**src/rtl/uart_bridge_pkg.sv**
```systemverilog
// Shared constants, command field layout and FSM states
// for the UART register bridge.
package uart_bridge_pkg;

  localparam logic [7:0] ACK = 8'h06;
  localparam logic [7:0] NAK = 8'h15;

  localparam int CMD_W_BIT = 7;
  localparam logic [7:0] CMD_RSV_MASK = 8'h70;
  localparam int CMD_ADDR_MSB = 3;
  localparam int CMD_ADDR_LSB = 0;
  localparam int CMD_ADDR_W =
    CMD_ADDR_MSB - CMD_ADDR_LSB + 1;

  typedef enum logic [1:0] {
    IDLE,
    GET_DATA,
    SEND,
    WAIT_DONE
  } state_e;

  function automatic logic [CMD_ADDR_W-1:0] cmd_addr(
    input logic [7:0] b
  );
    return b[CMD_ADDR_MSB:CMD_ADDR_LSB];
  endfunction

  function automatic logic cmd_is_wr(
    input logic [7:0] b
  );
    return b[CMD_W_BIT];
  endfunction

  // Reserved bits must be clear and the address in range.
  function automatic logic cmd_ok(
    input logic [7:0] b,
    input int unsigned n
  );
    logic rsv_clear;
    logic in_range;
    rsv_clear = (b & CMD_RSV_MASK) == 8'h00;
    in_range = 32'(cmd_addr(b)) < n;
    return rsv_clear && in_range;
  endfunction

endpackage

```
**src/rtl/uart_reg_bridge.sv**
```systemverilog
// Byte command responder: single-byte reads, two-byte
// writes, one response byte per command via the UART tx.
module uart_reg_bridge
  import uart_bridge_pkg::*;
#(
  parameter int NUM_REGS = 16,
  parameter int TIMEOUT_CYCLES = 100000
) (
  input  logic                  clk,
  input  logic                  rst,
  input  logic [7:0]            rx_data,
  input  logic                  data_valid,
  input  logic                  tx_done,
  output logic                  tx_start,
  output logic [7:0]            tx_data,
  output logic [NUM_REGS*8-1:0] regs_flat,
  output logic                  busy,
  output logic                  err_overflow
);

  localparam int AW =
    (NUM_REGS > 1) ? $clog2(NUM_REGS) : 1;
  localparam int CW = $clog2(TIMEOUT_CYCLES + 1);
  localparam logic [CW-1:0] TMO = CW'(TIMEOUT_CYCLES);

  state_e                state_q, state_d;
  logic [CMD_ADDR_W-1:0] addr_q, addr_d;
  logic [7:0]            tx_data_q, tx_data_d;
  logic [CW-1:0]         cnt_q, cnt_d;
  logic                  err_q, err_d;
  logic                  we;
  logic [7:0]            regs_q [NUM_REGS];

  logic                  cmd_good;
  logic                  cmd_wr;

  assign cmd_good = cmd_ok(rx_data, NUM_REGS);
  assign cmd_wr = cmd_is_wr(rx_data);

  // Next-state, response byte, timeout and error flag.
  always_comb begin
    state_d = state_q;
    addr_d = addr_q;
    tx_data_d = tx_data_q;
    cnt_d = '0;
    err_d = err_q;
    we = 1'b0;
    unique case (state_q)
      IDLE: begin
        if (data_valid) begin
          unique case (1'b1)
            !cmd_good: begin
              tx_data_d = NAK;
              state_d = SEND;
            end
            cmd_good && cmd_wr: begin
              addr_d = cmd_addr(rx_data);
              state_d = GET_DATA;
            end
            cmd_good && !cmd_wr: begin
              tx_data_d =
                regs_q[cmd_addr(rx_data)][7:0];
              state_d = SEND;
            end
            default: ;
          endcase
        end
      end
      GET_DATA: begin
        cnt_d = cnt_q + CW'(1);
        if (data_valid) begin
          we = 1'b1;
          tx_data_d = ACK;
          state_d = SEND;
        end else if (cnt_d == TMO) begin
          state_d = IDLE;
        end
      end
      SEND: begin
        if (data_valid) err_d = 1'b1;
        state_d = WAIT_DONE;
      end
      WAIT_DONE: begin
        if (data_valid) err_d = 1'b1;
        if (tx_done) state_d = IDLE;
      end
      default: state_d = IDLE;
    endcase
  end

  // Control state, response byte, timeout, sticky error.
  always_ff @(posedge clk or negedge rst) begin
    if (!rst) begin
      state_q <= IDLE;
      addr_q <= '0;
      tx_data_q <= 8'h00;
      cnt_q <= '0;
      err_q <= 1'b0;
    end else begin
      state_q <= state_d;
      addr_q <= addr_d;
      tx_data_q <= tx_data_d;
      cnt_q <= cnt_d;
      err_q <= err_d;
    end
  end

  // Register file, written by the data byte of a write.
  always_ff @(posedge clk or negedge rst) begin
    if (!rst) begin
      for (int i = 0; i < NUM_REGS; i++) begin
        regs_q[i] <= 8'h00;
      end
    end else if (we) begin
      regs_q[addr_q[AW-1:0]] <= rx_data;
    end
  end

  for (genvar g = 0; g < NUM_REGS; g++) begin : g_flat
    assign regs_flat[8*g +: 8] = regs_q[g];
  end

  assign tx_start = (state_q == SEND);
  assign tx_data = tx_data_q;
  assign busy = (state_q != IDLE);
  assign err_overflow = err_q;

endmodule

```
**config.mk**
```make
export PLATFORM = sky130hd
export DESIGN_NAME = uart_reg_bridge
export DESIGN_NICKNAME = d
export VERILOG_FILES = /design/src/rtl/uart_bridge_pkg.sv /design/src/rtl/uart_reg_bridge.sv
export SDC_FILE = /design/constraint.sdc
export NUM_CORES = 1
export LEC_CHECK = 0
export CAP_MARGIN = 5
export CORE_ASPECT_RATIO = 0.75
export CORE_UTILIZATION = 58
export CTS_BUF_LIST = sky130_fd_sc_hd__clkbuf_8
export DETAILED_ROUTE_END_ITERATION = 8
export PLACE_DENSITY = 0.89
export SLEW_MARGIN = 20
export SYNTH_ARGS = -nofsm -noshare
export SYNTH_HDL_FRONTEND = slang
export SYNTH_SLANG_ARGS = --single-unit
```
**constraint.sdc**
```tcl
create_clock -name clk -period 5.3 [get_ports clk]
set_clock_uncertainty 0.1 [all_clocks]
set_input_delay 1.06 -clock clk [delete_from_list [all_inputs] [get_ports clk]]
set_output_delay 1.06 -clock clk [all_outputs]
set_load 0.03 [all_outputs]
```
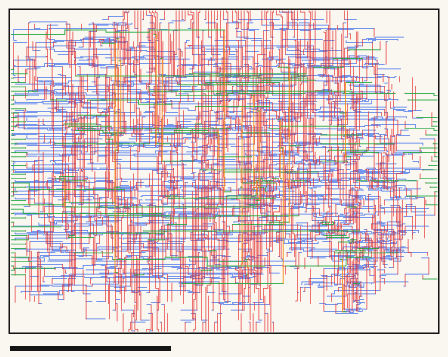
*Wiring by layer*
Scale bar: 50 um.
| color | layer | wire length |
|---|---|---|
| orange | M4 | 525 um |
| blue | M1 | 8350 um |
| green | M3 | 1760 um |
| red | M2 | 9500 um |

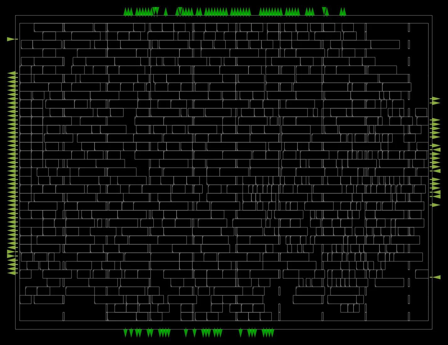
*Placement view*
fin cells: 852
Fillers: 745
Seq cells: 160
# rows: 35

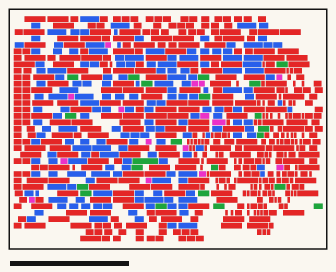
*Drive-strength map*
Scale bar: 50 um.
| color | size | cells | share |
|---|---|---|---|
| red | x1 and smaller | 467 | 68% |
| blue | x2 | 182 | 27% |
| green | x6 and larger | 22 | 3.2% |
| magenta | x3 and x4 | 15 | 2.2% |

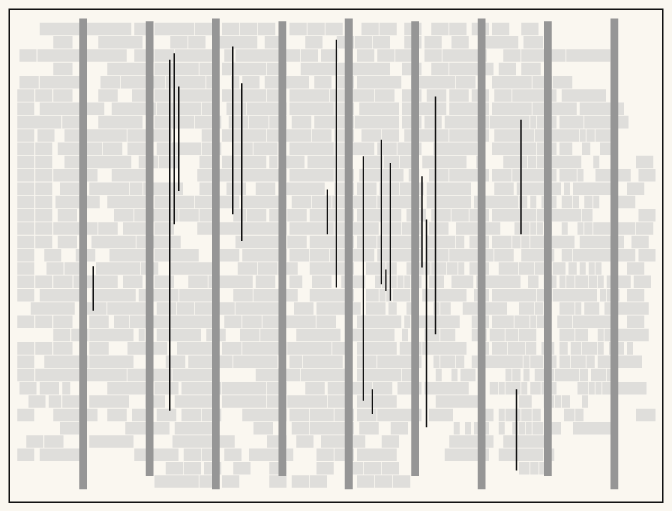
*M4 wires*
Supply wires on this layer in gray.
share of all routed wire: 2.6%
main direction: vertical
nets with wire on the layer: 15

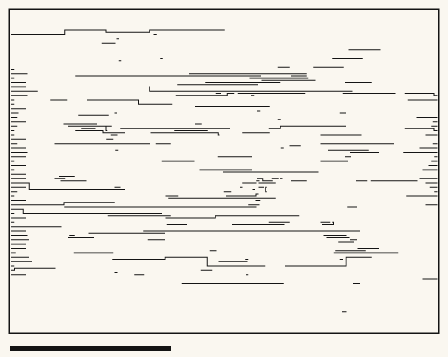
*Signal wires on met3*
Scale bar: 50 um.
wire length on this layer: 1760 um
share of all routed wire: 8.8%
nets with wire on the layer: 144
main direction: horizontal
longest straight run: 67.2 um

==> results.txt <==
impl run done, here's what came out: NetSw=1570 uW, combinational share of power=37.5%, reg-to-reg endpoint=regs_flat[101], CP Launch Point=data_valid, Die Y=100 um, largest net degree at the start of global routing=84, period utilisation layout=59.9%, OpenROAD warning count=27, Worst path depth=5, Worst path slowest cell=nor2_2, Setup-failing EPs final=0, Critical Path RT=5.53 ns, Worst slew margin=24.9%, buffers added on ports=150, ys flop type=dfrtp_1, Design Area, Final=0.00945 mm^2, Final #Nets=687, 1st-pass router iterations=5, top-count cell post-synth=dfrtp_1, post-synthesis cell type count=48, CP max stage delay=0.64 ns, # Cells Yosys=532, Worst Setup End Kind=flop, max-cap violations=0, crit path capture=regs_flat[101], delay-heaviest family, CP=simple AND/OR/NAND/NOR gates, Yosys chip area=0.00749 mm^2, Total Wirelength=20100 um, Clock Path Buffers=2, top cells by count, synth=dfrtp_1 (160), mux2_2 (130), mux4_2 (40), nand2_1 (30), nor2_1 (29), Flops after synth=160, crit path cell chain=clkdlybuf4s50_1 > nand2_1 > or3_1 > nor2_2 > mux2_2, CP Buf/Inv Count=1, Period minus WS final=3.17 ns, Fmax=0.315 GHz, Die W=133 um, Comb. pwr=1550 uW, Worst-path clk slew=0.08 ns, Seq share, synth=53.4%, layout cells sized above 1=31.9%, # clock sinks=160, Slew @ Worst Pin=1.12 ns, Hold Path Depth=1, WS Path Type=primary input to flop, pre-CTS setup slack=1.72 ns, routability congestion estimate from global placement=0.857, Reg2Reg Launch Point=state_q[1], Slew Limit Fails=0, run status=completed, ranking of synthesized cells by area=dfrtp_1 (53%), mux2_2 (20%), mux4_2 (12%), DRC Markers=0, total setup buffers inserted after CTS=0, Worst Path Arrival=3.41 ns, DP Area=0.00908 mm^2, vias per cell=6.23, internal power=2570 uW, final core utilization=76.0%, Clock Power=849 uW, CTS Hold Bufs=0, CTS tree=yes, Setup WS post-layout=2.13 ns, Max rail drop VDD=0.332 mV, vias in the first global route=5286, P&R area growth vs syn=26.2%, floorplan net count=546, Lkg Pwr=0.00416 uW, Die Area=0.0134 mm^2, I/O pin cnt=151, total of warnings raised by yosys=0, DR iter-0 viols=405, CTS Buf Count=17, GRT overflow=0, hold_sp=err_overflow, Min-Delay Endpoint=err_overflow, largest area contributor in the netlist=dfrtp_1, root buf cell=clkbuf_8, Post-Syn Area=0.00749 mm^2, Mapped Cells=532, P per Cell Area=438 mW/mm^2, Final ANT Viol Nets=0, clock share of power=20.5%, final hold vios=0, CTS resizes=0, CTS H-tree depth=4, n_diodes=0, Max power group=sequential cells, Mean Syn Cell Area=14.1 um^2, Post-synth EDFFs=0, RSZ-0062 raised after global routing=no, CP Launch Type=primary input, CP Max Fanout=8, DP HPWL=13500 um, Async SR Flop Fraction=100%, Hold Path Class=flop to flop, core area=0.0124 mm^2, Total GRT Usage=31.7%
==> registers in the layout, indices dropped and copies added (netlist names) <==
name / count
addr_q: 4
cnt_q: 17
err_overflow: 1
regs_flat: 128
state_q: 2
tx_data: 8
==> routing by layer <==
metal | GRT usage [%] | part of all wire, %
met1 | 43.6 | 41
met2 | 47.4 | 47
met3 | 9.90 | 8.8
met4 | 12.6 | 2.6
met5 | 0 | 0
==> cell families after synthesis <==
family	after synthesis	share of synthesized area [%]
muxes	173	32.0
DFF	160	53.4
AOI/OAI and AO/OA	29	2.49
xor gates and xnor gates	14	1.64
buffers and inverters	41	2.27
and+or+nand+nor	113	7.85
adders and majority gates	2	0.334
==> layout make-up <==
cell class	count	area, um^2	area share, %
clock buffers	17	234	2.47
repair buffers	154	1520	16.1
inverters	9	33.8	0.357
well taps	166	208	2.20
clock inverters	15	138	1.46
flip-flops and latches	160	4000	42.4
multi-input cells	331	3320	35.1
==> cells in the final DEF (no fill, tap or decap), drive strengths merged, types with 3 or more instances in the layout <==
| master | instances |
|---|---|
| or4 | 3 |
| o21ai | 8 |
| nand4b | 3 |
| clkinv | 5 |
| clkbuf | 17 |
| inv | 13 |
| nand4 | 5 |
| mux4 | 40 |
| nor2 | 32 |
| mux2 | 132 |
| and3 | 3 |
| nor3 | 6 |
| dfrtp | 160 |
| or3 | 4 |
| nand3 | 12 |
| clkdlybuf4s50 | 146 |
| clkinvlp | 5 |
| nand2b | 3 |
| xnor2 | 6 |
| nand2 | 30 |
| or2 | 3 |
| a21oi | 7 |
| xor2 | 8 |
| buf | 8 |
==> stage by stage <==
step	power (uW)	cells	hold slack (ns)
2_1_floorplan	2620	532	0.414
3_5_place_dp	3300	820	0.375
5_1_grt	4300	852	0.412
3_3_place_gp	3260	820	0.343
4_1_cts	4150	852	0.394
6_report	4140	852	0.380
Power and IR drop assume default switching activity.
